Figure 1. Clock network drawn from the DEF (run 1).
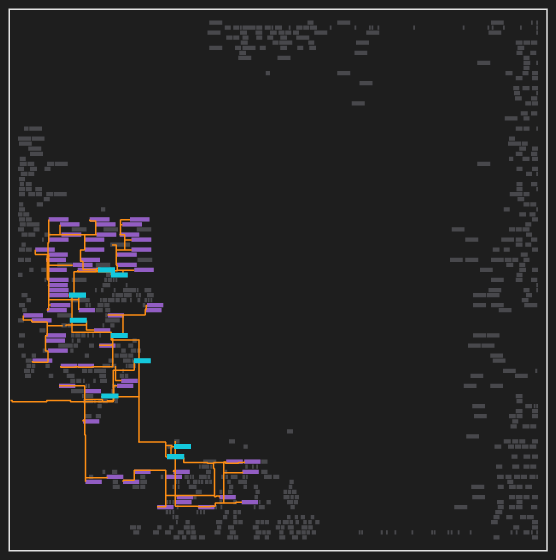
Figure 2. Routing congestion map (run 1).
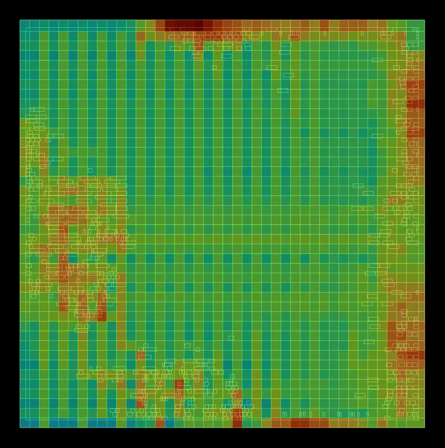
Figure 3. The metal 1 layer (run 1).
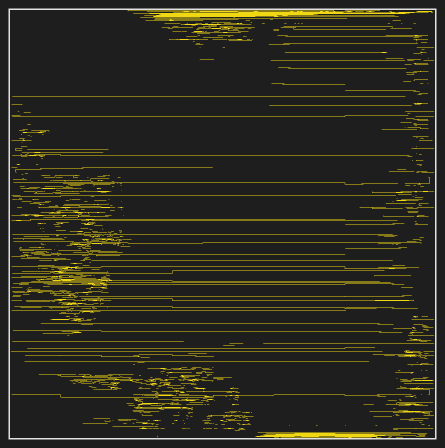
==> config.mk <==
export PLATFORM = sky130hd
export DESIGN_NAME = mem_axi_lane_steer
export DESIGN_NICKNAME = d
export VERILOG_FILES = /design/src/rtl/mem_axi_pkg.sv /design/src/rtl/mem_axi_lane_steer_rd_lane_fifo.sv /design/src/rtl/mem_axi_lane_steer.sv
export SDC_FILE = /design/constraint.sdc
export NUM_CORES = 1
export LEC_CHECK = 0
export ABC_CLOCK_PERIOD_IN_PS = 3400
export CAP_MARGIN = 20
export CORE_AREA = 4 4 285 287
export CTS_BUF_LIST = sky130_fd_sc_hd__clkbuf_4 sky130_fd_sc_hd__clkbuf_8 sky130_fd_sc_hd__clkbuf_16
export DETAILED_ROUTE_END_ITERATION = 8
export DIE_AREA = 0 0 289 291
export PLACE_DENSITY = 0.37
export SLEW_MARGIN = 15
export SYNTH_ARGS = -nofsm -noshare
export SYNTH_HDL_FRONTEND = slang
export SYNTH_HIERARCHICAL = 1
export SYNTH_SLANG_ARGS = --single-unit
==> constraint.sdc <==
create_clock -name clock -period 3.4 [get_ports clock]
set_input_delay 0.34 -clock clock [delete_from_list [all_inputs] [get_ports clock]]
set_output_delay 0.34 -clock clock [all_outputs]
set_load 0.1 [all_outputs]
==> src/rtl/mem_axi_pkg.sv <==
// Shared constants, types and helpers for the 64-to-128-bit AXI lane steering bridge.
package mem_axi_pkg;

  localparam logic [3:0]  DDR_NIBBLE_DEF = 4'h1;
  localparam int unsigned UP_DATA_W      = 64;
  localparam int unsigned DN_DATA_W      = 128;
  localparam int unsigned UP_ADDR_W      = 32;
  localparam int unsigned DN_ADDR_W      = 49;
  localparam int unsigned UP_ID_W_DEF    = 4;
  localparam int unsigned DN_ID_W_DEF    = 6;
  localparam int unsigned UP_STRB_W      = UP_DATA_W / 8;
  localparam int unsigned DN_STRB_W      = DN_DATA_W / 8;

  localparam logic [1:0] BURST_FIXED = 2'b00;
  localparam logic [1:0] BURST_INCR  = 2'b01;
  localparam logic [1:0] BURST_WRAP  = 2'b10;

  typedef enum logic [1:0] {
    W_IDLE,
    W_DATA,
    W_RESP
  } w_state_t;

  // Per-burst read context: only the low offset bits matter for lane selection
  typedef struct packed {
    logic [3:0] off;
    logic [2:0] size;
    logic [1:0] burst;
  } rd_entry_t;

  // Beat address advance; the lane bit only ever sees the low nibble
  function automatic logic [11:0] beat_advance(input logic [11:0] addr,
                                               input logic [2:0]  size,
                                               input logic [1:0]  burst);
    if (burst == BURST_FIXED) return addr;
    return addr + (12'd1 << size);
  endfunction

  // Sizes wider than the 64-bit upstream bus, or WRAP on a partial beat
  function automatic logic size_bad(input logic [2:0] size, input logic [1:0] burst);
    return (size > 3'd3) || ((burst == BURST_WRAP) && (size != 3'd3));
  endfunction

endpackage

==> src/rtl/mem_axi_lane_steer_rd_lane_fifo.sv <==
// Read-burst tracker FIFO: holds lane context for each outstanding read burst.
module rd_lane_fifo
  import mem_axi_pkg::*;
#(
  parameter int unsigned DEPTH = 4
) (
  input  logic      clock,
  input  logic      reset,
  input  logic      push,
  input  rd_entry_t push_data,
  input  logic      pop,
  output logic      full,
  output logic      empty,
  output rd_entry_t head
);

  localparam int unsigned PTR_W = (DEPTH > 1) ? $clog2(DEPTH) : 1;
  localparam int unsigned CNT_W = $clog2(DEPTH + 1);

  rd_entry_t          mem [DEPTH];
  logic [PTR_W-1:0]   wr_ptr;
  logic [PTR_W-1:0]   rd_ptr;
  logic [CNT_W-1:0]   count;
  logic               do_push;
  logic               do_pop;

  assign full    = (count == CNT_W'(DEPTH));
  assign empty   = (count == '0);
  assign do_push = push && !full;
  assign do_pop  = pop && !empty;
  assign head    = mem[rd_ptr];

  // Pointer and occupancy tracking; power-of-2 depth lets pointers wrap naturally
  always_ff @(posedge clock or posedge reset) begin
    if (reset) begin
      wr_ptr <= '0;
      rd_ptr <= '0;
      count  <= '0;
    end else begin
      if (do_push) wr_ptr <= wr_ptr + PTR_W'(1);
      if (do_pop)  rd_ptr <= rd_ptr + PTR_W'(1);
      count <= count + CNT_W'(do_push) - CNT_W'(do_pop);
    end
  end

  // Entry storage
  always_ff @(posedge clock) begin
    if (do_push) mem[wr_ptr] <= push_data;
  end

endmodule

==> src/rtl/mem_axi_lane_steer.sv <==
// Bridges the 64-bit AXI4 core memory master onto the 128-bit DDR slave port.
module mem_axi_lane_steer
  import mem_axi_pkg::*;
#(
  parameter int unsigned UP_ID_W    = UP_ID_W_DEF,
  parameter logic [3:0]  DDR_NIBBLE = DDR_NIBBLE_DEF,
  parameter int unsigned RD_DEPTH   = 4
) (
  input  logic                   clock,
  input  logic                   reset,
  input  logic                   s_aw_valid,
  output logic                   s_aw_ready,
  input  logic [UP_ID_W-1:0]     s_aw_id,
  input  logic [UP_ADDR_W-1:0]   s_aw_addr,
  input  logic [7:0]             s_aw_len,
  input  logic [2:0]             s_aw_size,
  input  logic [1:0]             s_aw_burst,
  input  logic                   s_aw_lock,
  input  logic [3:0]             s_aw_cache,
  input  logic [2:0]             s_aw_prot,
  input  logic [3:0]             s_aw_qos,
  input  logic                   s_w_valid,
  output logic                   s_w_ready,
  input  logic [UP_DATA_W-1:0]   s_w_data,
  input  logic [UP_STRB_W-1:0]   s_w_strb,
  input  logic                   s_w_last,
  output logic                   s_b_valid,
  input  logic                   s_b_ready,
  output logic [UP_ID_W-1:0]     s_b_id,
  output logic [1:0]             s_b_resp,
  input  logic                   s_ar_valid,
  output logic                   s_ar_ready,
  input  logic [UP_ID_W-1:0]     s_ar_id,
  input  logic [UP_ADDR_W-1:0]   s_ar_addr,
  input  logic [7:0]             s_ar_len,
  input  logic [2:0]             s_ar_size,
  input  logic [1:0]             s_ar_burst,
  input  logic                   s_ar_lock,
  input  logic [3:0]             s_ar_cache,
  input  logic [2:0]             s_ar_prot,
  input  logic [3:0]             s_ar_qos,
  output logic                   s_r_valid,
  input  logic                   s_r_ready,
  output logic [UP_ID_W-1:0]     s_r_id,
  output logic [UP_DATA_W-1:0]   s_r_data,
  output logic [1:0]             s_r_resp,
  output logic                   s_r_last,
  output logic                   m_aw_valid,
  input  logic                   m_aw_ready,
  output logic [UP_ID_W+1:0]     m_aw_id,
  output logic [DN_ADDR_W-1:0]   m_aw_addr,
  output logic [7:0]             m_aw_len,
  output logic [2:0]             m_aw_size,
  output logic [1:0]             m_aw_burst,
  output logic                   m_aw_lock,
  output logic [3:0]             m_aw_cache,
  output logic [2:0]             m_aw_prot,
  output logic [3:0]             m_aw_qos,
  output logic                   m_w_valid,
  input  logic                   m_w_ready,
  output logic [DN_DATA_W-1:0]   m_w_data,
  output logic [DN_STRB_W-1:0]   m_w_strb,
  output logic                   m_w_last,
  input  logic                   m_b_valid,
  output logic                   m_b_ready,
  input  logic [UP_ID_W+1:0]     m_b_id,
  input  logic [1:0]             m_b_resp,
  output logic                   m_ar_valid,
  input  logic                   m_ar_ready,
  output logic [UP_ID_W+1:0]     m_ar_id,
  output logic [DN_ADDR_W-1:0]   m_ar_addr,
  output logic [7:0]             m_ar_len,
  output logic [2:0]             m_ar_size,
  output logic [1:0]             m_ar_burst,
  output logic                   m_ar_lock,
  output logic [3:0]             m_ar_cache,
  output logic [2:0]             m_ar_prot,
  output logic [3:0]             m_ar_qos,
  input  logic                   m_r_valid,
  output logic                   m_r_ready,
  input  logic [UP_ID_W+1:0]     m_r_id,
  input  logic [DN_DATA_W-1:0]   m_r_data,
  input  logic [1:0]             m_r_resp,
  input  logic                   m_r_last,
  output logic                   err_size
);

  localparam int unsigned DN_ID_W = UP_ID_W + 2;

  w_state_t             state, state_n;
  logic [11:0]          cur_addr;
  logic [2:0]           w_size;
  logic [1:0]           w_burst;
  logic                 aw_hs, w_hs, ar_hs, r_hs;

  logic                 fifo_full, fifo_empty;
  rd_entry_t            head, ar_entry;
  logic [UP_ID_W-1:0]   rd_id;
  logic                 ar_ok;
  logic                 mid_burst;
  logic [3:0]           r_off;
  logic [3:0]           eff_off;
  logic [11:0]          r_adv;
  logic                 unused_bits;

  // Attribute pass-through, DDR window remap and ID widening
  assign m_aw_id    = {2'b00, s_aw_id};
  assign m_aw_addr  = {17'd0, DDR_NIBBLE, s_aw_addr[27:0]};
  assign m_aw_len   = s_aw_len;
  assign m_aw_size  = s_aw_size;
  assign m_aw_burst = s_aw_burst;
  assign m_aw_lock  = s_aw_lock;
  assign m_aw_cache = s_aw_cache;
  assign m_aw_prot  = s_aw_prot;
  assign m_aw_qos   = s_aw_qos;
  assign m_ar_id    = {2'b00, s_ar_id};
  assign m_ar_addr  = {17'd0, DDR_NIBBLE, s_ar_addr[27:0]};
  assign m_ar_len   = s_ar_len;
  assign m_ar_size  = s_ar_size;
  assign m_ar_burst = s_ar_burst;
  assign m_ar_lock  = s_ar_lock;
  assign m_ar_cache = s_ar_cache;
  assign m_ar_prot  = s_ar_prot;
  assign m_ar_qos   = s_ar_qos;

  // Write beat steering: duplicate data, strobe selects the lane
  assign m_w_data = {s_w_data, s_w_data};
  assign m_w_strb = cur_addr[3] ? {s_w_strb, 8'h00} : {8'h00, s_w_strb};
  assign m_w_last = s_w_last;
  assign s_b_id   = m_b_id[UP_ID_W-1:0];
  assign s_b_resp = m_b_resp;

  assign aw_hs = s_aw_valid && s_aw_ready;
  assign w_hs  = s_w_valid && s_w_ready;

  // Write FSM state register
  always_ff @(posedge clock or posedge reset) begin
    if (reset) state <= W_IDLE;
    else       state <= state_n;
  end

  // Write FSM next state and channel gating
  always_comb begin
    state_n    = state;
    m_aw_valid = 1'b0;
    s_aw_ready = 1'b0;
    m_w_valid  = 1'b0;
    s_w_ready  = 1'b0;
    s_b_valid  = 1'b0;
    m_b_ready  = 1'b0;
    case (state)
      W_IDLE: begin
        m_aw_valid = s_aw_valid;
        s_aw_ready = m_aw_ready;
        if (s_aw_valid && m_aw_ready) state_n = W_DATA;
      end
      W_DATA: begin
        m_w_valid = s_w_valid;
        s_w_ready = m_w_ready;
        if (s_w_valid && m_w_ready && s_w_last) state_n = W_RESP;
      end
      W_RESP: begin
        s_b_valid = m_b_valid;
        m_b_ready = s_b_ready;
        if (m_b_valid && s_b_ready) state_n = W_IDLE;
      end
      default: state_n = W_IDLE;
    endcase
  end

  // Write beat address tracking
  always_ff @(posedge clock or posedge reset) begin
    if (reset) begin
      cur_addr <= '0;
      w_size   <= '0;
      w_burst  <= '0;
    end else if (aw_hs) begin
      cur_addr <= s_aw_addr[11:0];
      w_size   <= s_aw_size;
      w_burst  <= s_aw_burst;
    end else if (w_hs) begin
      cur_addr <= beat_advance(cur_addr, w_size, w_burst);
    end
  end

  // Read admission: only one ID outstanding, so responses stay in order
  assign ar_ok      = !fifo_full && (fifo_empty || (s_ar_id == rd_id));
  assign m_ar_valid = s_ar_valid && ar_ok;
  assign s_ar_ready = m_ar_ready && ar_ok;
  assign ar_hs      = s_ar_valid && s_ar_ready;
  assign ar_entry   = '{off: s_ar_addr[3:0], size: s_ar_size, burst: s_ar_burst};

  rd_lane_fifo #(.DEPTH(RD_DEPTH)) u_rd_fifo (
    .clock     (clock),
    .reset     (reset),
    .push      (ar_hs),
    .push_data (ar_entry),
    .pop       (r_hs && m_r_last),
    .full      (fifo_full),
    .empty     (fifo_empty),
    .head      (head)
  );

  // Read lane selection; an R beat with nothing outstanding is dropped
  assign s_r_valid = m_r_valid && !fifo_empty;
  assign m_r_ready = s_r_ready && !fifo_empty;
  assign r_hs      = m_r_valid && m_r_ready;
  assign eff_off   = mid_burst ? r_off : head.off;
  assign r_adv     = beat_advance({8'd0, eff_off}, head.size, head.burst);
  assign s_r_data  = eff_off[3] ? m_r_data[127:64] : m_r_data[63:0];
  assign s_r_id    = m_r_id[UP_ID_W-1:0];
  assign s_r_resp  = m_r_resp;
  assign s_r_last  = m_r_last;

  // Read beat offset and outstanding-ID tracking
  always_ff @(posedge clock or posedge reset) begin
    if (reset) begin
      mid_burst <= 1'b0;
      r_off     <= '0;
      rd_id     <= '0;
    end else begin
      if (r_hs) begin
        mid_burst <= !m_r_last;
        r_off     <= r_adv[3:0];
      end
      if (ar_hs) rd_id <= s_ar_id;
    end
  end

  // Sticky error on bad sizes or an unsolicited read response
  always_ff @(posedge clock or posedge reset) begin
    if (reset) begin
      err_size <= 1'b0;
    end else if ((aw_hs && size_bad(s_aw_size, s_aw_burst)) ||
                 (ar_hs && size_bad(s_ar_size, s_ar_burst)) ||
                 (m_r_valid && fifo_empty)) begin
      err_size <= 1'b1;
    end
  end

  assign unused_bits = ^{s_aw_addr[31:28], s_ar_addr[31:28],
                         m_b_id[DN_ID_W-1:UP_ID_W], m_r_id[DN_ID_W-1:UP_ID_W],
                         r_adv[11:4]};

endmodule

==> metrics.cfg, run 1 <==
[status]
run_status = complete, no violations

[clock_network]
ctsHtreeMaxLevel = 3
clk-insertion-delay-late_ns = 0.34
cts_hold_repair.buffers = 0

[floorplanning]
core_region_area_um2 = 78600
core.rowCount = 103

[final_timing]
smallest_hold_slack_ns = 0.337
period_used_pct = 88.8
grt_setup_unrepaired = false
fmax_mhz = 331

[run]
timing.max_cap.violations = 0

[placed_design]
place.gp.congestion = 0.739
post-dp-hpwl_mm = 41.6

[global_routing]
grt_pass1_vias = 4677
gr-usage-met1_pct = 11.8
gr-usage-met2_pct = 12.0
grt_first_pass_wirelength_mm = 54.4
global_route.overflow_total = 0

[critical_path]
worst_r2r_endpoint = u_rd_fifo/count[2]$_DFF_PP0_
worstReg2RegStart = u_rd_fifo/count[1]$_DFF_PP0_
worst-endpoint-required_ns = 3.06
cpPeakStageDelay_ns = 0.58
worstSetupEndpointType = output port

[logic_synthesis]
ys_seq_share_pct = 28.2
flop_cell = sky130_fd_sc_hd__edfxtp_1

[final_layout]
layout.nets = 1044
post-route-cell-area_um2 = 9300
seqAreaFraction_pct = 19.2
layout_top_cell_excl_fill_tap = sky130_fd_sc_hd__clkdlybuf4s50_1
area.sequential_um2 = 1780

[routing]
routed_wirelength_mm = 45.6
maxUsedRoutingLayer = met5

About Figure 1:
- orange: clock wires (length 1130 um)
- cyan: cells driving clock nets (count 9)
- purple: flip-flops (count 64)
- routed clock nets: 10

About Figure 2:
overall fraction of global-route tracks in use: 10.2%
GRT busiest layer: met2
share of the core filled with cells in the final layout: 11.8%
average wire length per cell after detail routing: 26.3 um

About Figure 3:
- nets with wire on the layer: 755
- longest straight run: 267 um
- main direction: horizontal
- share of all routed wire: 38%

run 1: worst max path at each step:
stage,endpoint,slack [ns],depth (start not counted)
floorplan,m_aw_valid,0.37,1
global placement,u_rd_fifo/count[2]$_DFF_PP0_,0.29,11
detailed placement,u_rd_fifo/count[2]$_DFF_PP0_,0.29,11
CTS,s_r_data[44],0.26,6
global route,u_rd_fifo/count[2]$_DFF_PP0_,0.19,12
finish,s_r_data[9],0.38,6
run 1: power by group through the flow:
stage                     logic [mW]  clock network, mW  registers, mW
after floorplan                 5.77                  0           1.13
after global placement          7.16                  0           1.18
after detailed placement        7.17                  0           1.19
after CTS                       7.20               1.07           1.18
after global routing            7.40               1.11           1.21
final                           7.02               1.04           1.17
## Run 2: what changed since run 1
- PLACE_DENSITY: 0.37 -> 0.34
- SKIP_LAST_GASP: default -> 1
==> metrics.cfg, run 2 <==
[critical_path]
cp_capture_point = s_r_data[4]  ; was s_r_data[9]
worstSetupEndpointType = output port  ; unchanged
worst_r2r_endpoint = u_rd_fifo/count[2]$_DFF_PP0_  ; unchanged
worstReg2RegStart = u_rd_fifo/count[1]$_DFF_PP0_  ; unchanged
worst-endpoint-required_ns = 3.06  ; about the same
cpPeakStageDelay_ns = 0.57  ; was 0.58 ns

[status]
run_status = complete, no violations  ; unchanged

[floorplanning]
core.rowCount = 103  ; unchanged

[final_layout]
post-route-cell-area_um2 = 9260  ; was 9300 um2
layout_top_cell_excl_fill_tap = sky130_fd_sc_hd__clkdlybuf4s50_1  ; unchanged

[final_timing]
grt_setup_unrepaired = false  ; unchanged

[power_and_ir_drop]
pwr.group.combinational_mw = 7.00  ; was 7.02 mW
clock_net_power_uw = 911  ; was 1.04 mW

[placed_design]
post-dp-hpwl_mm = 39.5  ; was 41.6 mm
place.gp.congestion = 0.683  ; was 0.739

[logic_synthesis]
ys_seq_share_pct = 28.2  ; unchanged
flop_cell = sky130_fd_sc_hd__edfxtp_1  ; unchanged

[clock_network]
clk-insertion-delay-late_ns = 0.34  ; about the same
ctsHtreeMaxLevel = 3  ; unchanged
cts_hold_repair.buffers = 0  ; unchanged

[global_routing]
global_route.overflow_total = 0  ; unchanged
grt_first_pass_wirelength_mm = 52.3  ; was 54.4 mm

[run]
timing.max_cap.violations = 0  ; unchanged

[routing]
routedWlPerCell_um = 25.0  ; was 26.3 um

-- run 2: cell type report --
class                           count  area (um2)
Fill cell                        8952       69300
Clock inverter                      4        46.3
Timing Repair Buffer              299        3500
Multi-Input combinational cell    286        2320
Tap cell                         1050        1310
Clock buffer                       11         240
Sequential cell                    64        1780
Inverter                           16        60.1
-- run 2: kinds of logic after synthesis --
| family | count (synthesis) |
|---|---|
| buffers and inverters | 332 |
| DFF | 64 |
| muxes | 84 |
| and+or+nand+nor | 96 |
| AOI/OAI and AO/OA | 34 |
| other | 2 |
| adders and majority gates | 15 |
| xor gates and xnor gates | 11 |
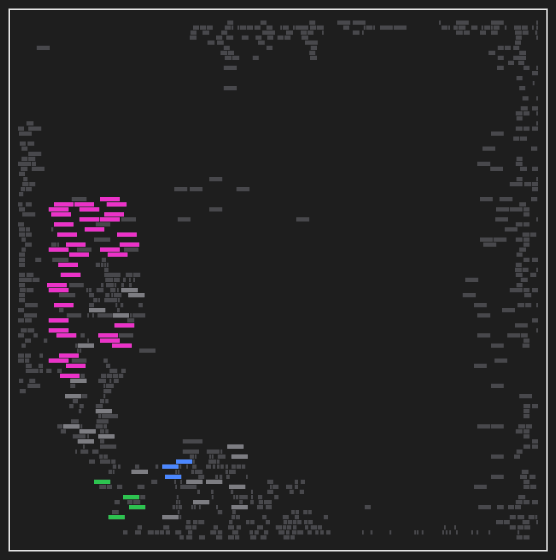
Figure 4: run 2, register map, names as in the netlist.
Other sequential cells in the stronger gray, the rest of the logic in the fainter gray.
- blue: w_size (placed flops 3)
- magenta: u_rd_fifo/mem (placed flops 36; where west)
- green: rd_id (placed flops 4; where south-west)
- not colored: 21
register cell area after layout: 1780 um2
fraction of standard cell area that is sequential: 19.2%
seq pwr: 1.18 mW

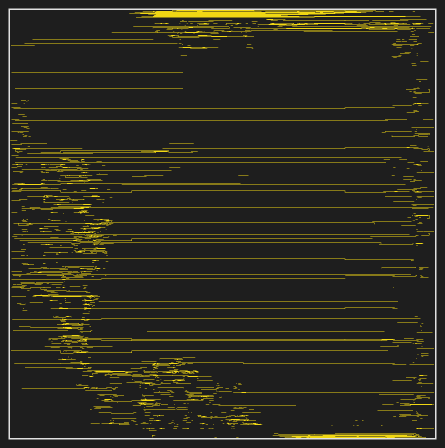
Figure 5: run 2, the metal 1 layer.
WL final: 43.3 mm
Vias: 4348
met1 usage: 10.5%

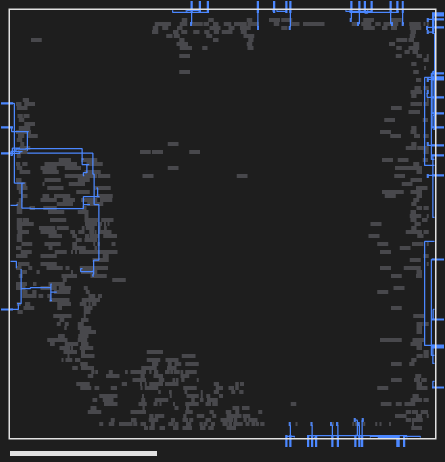
Figure 6: run 2, wires at chosen ports, followed through buffers.
Scale bar: 100 um.
- blue: m_ar_addr (bits 49; direction output; edge 18 east, 14 north, 13 south, 4 west; end cells 21; buffers 8; wire 1410 um)

No activity file was given, so power comes from the tool's default toggle rates.
